<file path="config.mk">
export PLATFORM = sky130hd
export DESIGN_NAME = vid_frame_timing_ctrl
export DESIGN_NICKNAME = d
export VERILOG_FILES = /design/src/rtl/vid_frame_timing_ctrl.sv
export SDC_FILE = /design/constraint.sdc
export NUM_CORES = 1
export LEC_CHECK = 0
export CAP_MARGIN = 20
export CORE_MARGIN = 1
export CORE_UTILIZATION = 61
export DETAILED_ROUTE_END_ITERATION = 16
export HOLD_SLACK_MARGIN = 0.1
export PLACE_DENSITY = 0.83
export SETUP_SLACK_MARGIN = 0.15
export SYNTH_ARGS = -nofsm -noshare
export SYNTH_HDL_FRONTEND = slang
export SYNTH_SLANG_ARGS = --single-unit
</file>
<file path="constraint.sdc">
create_clock -name clk -period 13.05 [get_ports clk]
set_input_delay 1.305 -clock clk [delete_from_list [all_inputs] [get_ports clk]]
set_output_delay 1.305 -clock clk [all_outputs]
set_load 0.02 [all_outputs]
</file>
<file path="src/rtl/vid_frame_timing_ctrl.sv">
// Frame timing sequencer: produces vs/hs/de and active-pixel coordinates from a
// shadowed porch/sync/active configuration that is swapped only at frame boundaries.
module vid_frame_timing_ctrl #(
  parameter int DIM_WIDTH = 12
) (
  input  logic                 clk,
  input  logic                 rst,
  input  logic [DIM_WIDTH-1:0] i_cfg_hact,
  input  logic [DIM_WIDTH-1:0] i_cfg_vact,
  input  logic [DIM_WIDTH-1:0] i_cfg_hsw,
  input  logic [DIM_WIDTH-1:0] i_cfg_hbp,
  input  logic [DIM_WIDTH-1:0] i_cfg_hfp,
  input  logic [DIM_WIDTH-1:0] i_cfg_vsw,
  input  logic [DIM_WIDTH-1:0] i_cfg_vbp,
  input  logic [DIM_WIDTH-1:0] i_cfg_vfp,
  input  logic                 i_start,
  input  logic                 i_single,
  input  logic                 i_stop,
  output logic                 o_vs,
  output logic                 o_hs,
  output logic                 o_de,
  output logic [DIM_WIDTH-1:0] o_x,
  output logic [DIM_WIDTH-1:0] o_y,
  output logic                 o_busy,
  output logic                 o_frame_done,
  output logic                 o_cfg_err
);
  localparam int CW = DIM_WIDTH + 2;

  typedef enum logic {IDLE, RUN} state_t;
  typedef enum logic {MODE_ONE, MODE_CONT} mode_t;

  typedef struct packed {
    logic [DIM_WIDTH-1:0] hact, vact, hsw, hbp, hfp, vsw, vbp, vfp;
  } cfg_t;

  state_t        state_reg, state_next;
  mode_t         mode_reg, mode_next;
  cfg_t          sh_reg, sh_next, cfg_in;
  logic [CW-1:0] h_reg, h_next, v_reg, v_next;
  logic          stop_reg, stop_next, err_reg, err_next;
  logic          cfg_ok, last_c, stop_eff;
  mode_t         mode_eff;

  // A zero sync width still produces a one-cycle/one-line pulse.
  function automatic logic [CW-1:0] sw_eff(input logic [DIM_WIDTH-1:0] w);
    return (w == '0) ? CW'(1) : CW'(w);
  endfunction

  function automatic logic [CW-1:0] htot(input cfg_t c);
    return sw_eff(c.hsw) + CW'(c.hbp) + CW'(c.hact) + CW'(c.hfp);
  endfunction

  function automatic logic [CW-1:0] vtot(input cfg_t c);
    return sw_eff(c.vsw) + CW'(c.vbp) + CW'(c.vact) + CW'(c.vfp);
  endfunction

  assign cfg_in = '{hact: i_cfg_hact, vact: i_cfg_vact, hsw: i_cfg_hsw, hbp: i_cfg_hbp,
                    hfp: i_cfg_hfp, vsw: i_cfg_vsw, vbp: i_cfg_vbp, vfp: i_cfg_vfp};
  assign cfg_ok = (i_cfg_hact != '0) && (i_cfg_vact != '0);
  assign last_c = (h_reg == htot(sh_reg) - CW'(1)) && (v_reg == vtot(sh_reg) - CW'(1));
  // A start in RUN overrides any pending or simultaneous stop.
  assign stop_eff = i_start ? 1'b0 : (stop_reg | i_stop);
  assign mode_eff = i_start ? MODE_CONT : mode_reg;

  always_comb begin
    state_next = state_reg;
    mode_next  = mode_reg;
    sh_next    = sh_reg;
    h_next     = h_reg;
    v_next     = v_reg;
    stop_next  = stop_reg;
    err_next   = err_reg;
    case (state_reg)
      IDLE: begin
        h_next    = '0;
        v_next    = '0;
        stop_next = 1'b0;
        if (i_start || i_single) begin
          if (cfg_ok) begin
            state_next = RUN;
            sh_next    = cfg_in;
            mode_next  = i_start ? MODE_CONT : MODE_ONE;
            err_next   = 1'b0;
          end else begin
            err_next = 1'b1;
          end
        end
      end
      RUN: begin
        mode_next = mode_eff;
        stop_next = stop_eff;
        if (last_c) begin
          h_next = '0;
          v_next = '0;
          if (mode_eff == MODE_ONE || stop_eff) begin
            state_next = IDLE;
            stop_next  = 1'b0;
          end else if (cfg_ok) begin
            sh_next = cfg_in;
          end else begin
            state_next = IDLE;
            stop_next  = 1'b0;
            err_next   = 1'b1;
          end
        end else if (h_reg == htot(sh_reg) - CW'(1)) begin
          h_next = '0;
          v_next = v_reg + CW'(1);
        end else begin
          h_next = h_reg + CW'(1);
        end
      end
      default: state_next = IDLE;
    endcase
  end

  // Outputs are registered from the next-cycle position so they line up with the counters.
  logic          run_n, de_n;
  logic [CW-1:0] hstart_n, vstart_n;
  assign run_n    = (state_next == RUN);
  assign hstart_n = sw_eff(sh_next.hsw) + CW'(sh_next.hbp);
  assign vstart_n = sw_eff(sh_next.vsw) + CW'(sh_next.vbp);
  assign de_n     = run_n &&
                    (h_next >= hstart_n) && (h_next < hstart_n + CW'(sh_next.hact)) &&
                    (v_next >= vstart_n) && (v_next < vstart_n + CW'(sh_next.vact));

  always_ff @(posedge clk) begin
    if (rst) begin
      state_reg    <= IDLE;
      mode_reg     <= MODE_ONE;
      sh_reg       <= '0;
      h_reg        <= '0;
      v_reg        <= '0;
      stop_reg     <= 1'b0;
      err_reg      <= 1'b0;
      o_vs         <= 1'b0;
      o_hs         <= 1'b0;
      o_de         <= 1'b0;
      o_x          <= '0;
      o_y          <= '0;
      o_busy       <= 1'b0;
      o_frame_done <= 1'b0;
      o_cfg_err    <= 1'b0;
    end else begin
      state_reg    <= state_next;
      mode_reg     <= mode_next;
      sh_reg       <= sh_next;
      h_reg        <= h_next;
      v_reg        <= v_next;
      stop_reg     <= stop_next;
      err_reg      <= err_next;
      o_vs         <= run_n && (v_next < sw_eff(sh_next.vsw));
      o_hs         <= run_n && (h_next < sw_eff(sh_next.hsw));
      o_de         <= de_n;
      o_x          <= de_n ? DIM_WIDTH'(h_next - hstart_n) : '0;
      o_y          <= de_n ? DIM_WIDTH'(v_next - vstart_n) : '0;
      o_busy       <= run_n;
      o_frame_done <= run_n && (h_next == htot(sh_next) - CW'(1)) &&
                      (v_next == vtot(sh_next) - CW'(1));
      o_cfg_err    <= err_next;
    end
  end
endmodule

</file>
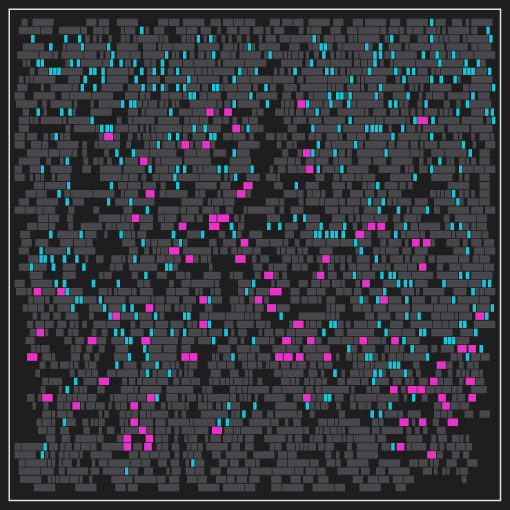
Figure 1: logic cells by family.
(3 px per um)
inv cells: shown in cyan, cells 347, most used inv_1. non-inverting ao/oa cells: shown in magenta, cells 88, most used a21o_1.

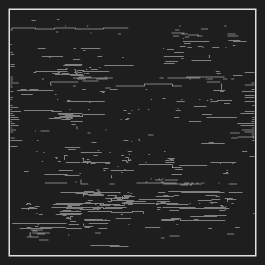
Figure 2: met3 routing.
(1.5 px per um)
291 nets have wire on it. The layer holds 5.5% of the routed length. The longest straight run is 39.6 um. The wires run mostly horizontal.

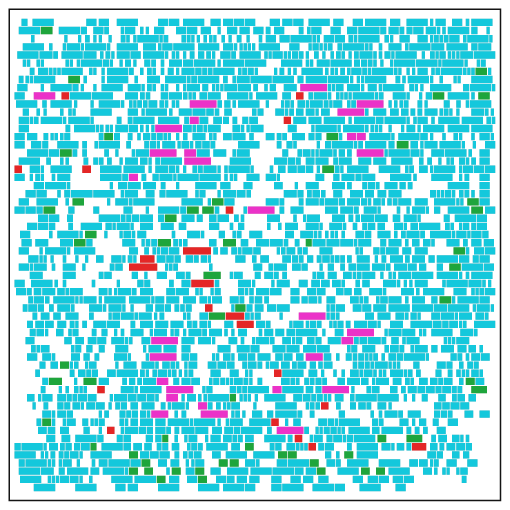
Figure 3: sizing map.
(3 px per um)
x1 and smaller: shown in cyan, cells 2027. x3 and x4: shown in red, cells 21. x2: shown in green, cells 58. x6 and larger: shown in magenta, cells 30.

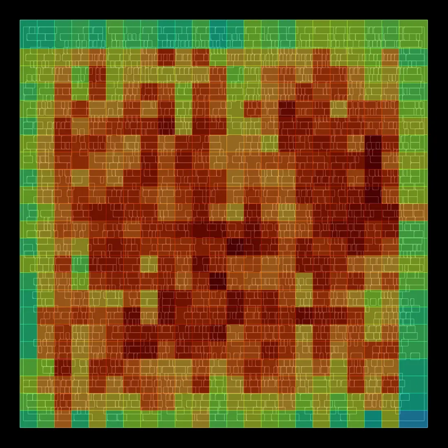
Figure 4: track usage over the die.
GRT met2 Usage: 65.9%
Core Util, Final: 71.0%
grt met3 use: 5.28%

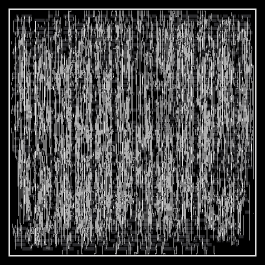
Figure 5: the metal 2 layer.
(1.5 px per um) Cells faint in the background.
The layer holds 49% of the routed length. 2170 nets have wire on it. The longest straight run is 83.3 um.

==> flow_summary_export.csv <==
group,metric,value,unit
hold_path,hp-start,"mode_reg",
synthesis,xor_share,8.66,%
drt,drt-total-wl,50300,um
synthesis,ys_sh_adder,24.0,%
finish,dominant_cells,"logic gates",
floorplanning,die-area,26700,um2
power,seq_power_share,14.0,%
timing,max_clock_freq,81.4,MHz
timing,hold_violations,0,
floorplanning,fp_util,62.6,%
finish,drive_above_1_share,5.10,%
global_routing,busiest_layer,"met2",
setup_path,reg2reg_depth,47,
power,comb_cell_power,0.00265,W
clock_network,cts_tree,"built",
status,status,"finished, final reports clean",
synthesis,yosysTopAreaCell,"dfxtp_1",
setup_path,crit_top_cell,"o21ai_0",
clock_network,cts_setup_buffers,0,
drt,drt_iter0_drc,1157,
floorplanning,coreArea,25300,um2
timing,rsz0062_at_grt,"false",
drt,wl_met3,2750,um
power,p_switching,0.00181,W
timing,setup_viol,0,
synthesis,top_area_share,19.7,%
finish,seq_cells,156,
setup_path,slowest_stage,"o31ai_4",
floorplanning,die_x,163,um
setup_path,crit_path_max_incr_delay,0.64,ns
global_routing,first_global_vias,14300,
power,power.total,0.00367,W
drt,drc,0,
power,p_int,0.00186,W
timing,finalWorstSetupSlack,0.770,ns
place,io_buffer_count,130,
timing,finalClockSkew,0.0179,ns
power,leakage,8.57,nW
finish,lay_top_cells,"inv_1, ha_1, nor2_1",
clock_network,clock_path_buffers,2,
clock_network,path_clk_slew,0.08,ns
synthesis,ys_async_sr_fraction,0,%
synthesis,ys_sh_mux,2.19,%
drt,ant_nets,0,
timing,fin_tns_setup,0,ns
synthesis,avgSynthCellArea,7.86,um2
synthesis,syn_area,15900,um2
global_routing,grt_max_degree,111,
synthesis,most_common_cell,"inv_1",
drt,wl_met2,24600,um
synthesis,compound_area_share,18.1,%
floorplanning,io_pins,131,
finish,final_cells,2466,
finish,n_fill_cell,2078,
global_routing,grtUsageMet1,40.7,%
drt,topRoutingLayerUsed,"met4",
setup_path,cp_top_family,"AND-OR/OR-AND gates",
synthesis,ys_warn_count,0,
clock_network,cts_made_buffers,17,
clock_network,htreeDepth,4,
clock_network,cts-resized-gates,0,
hold_path,holdPathStages,2,
finish,n_clock_buffer,18,
hold_path,hold-path-endpoint,"mode_reg",
setup_path,cp-endpoint,"o_y[5]",
synthesis,numSynthFlops,156,
hold_path,hold_class,"reg2reg",
timing,post-route-period-util,94.1,%
setup_path,path_depth,47,
drt,wl_met1,18500,um
setup_path,crit_arrival,12.63,ns
synthesis,edf_count,0,
place,place_hpwl,41500,um
Power is estimated from default activity; no workload was simulated.
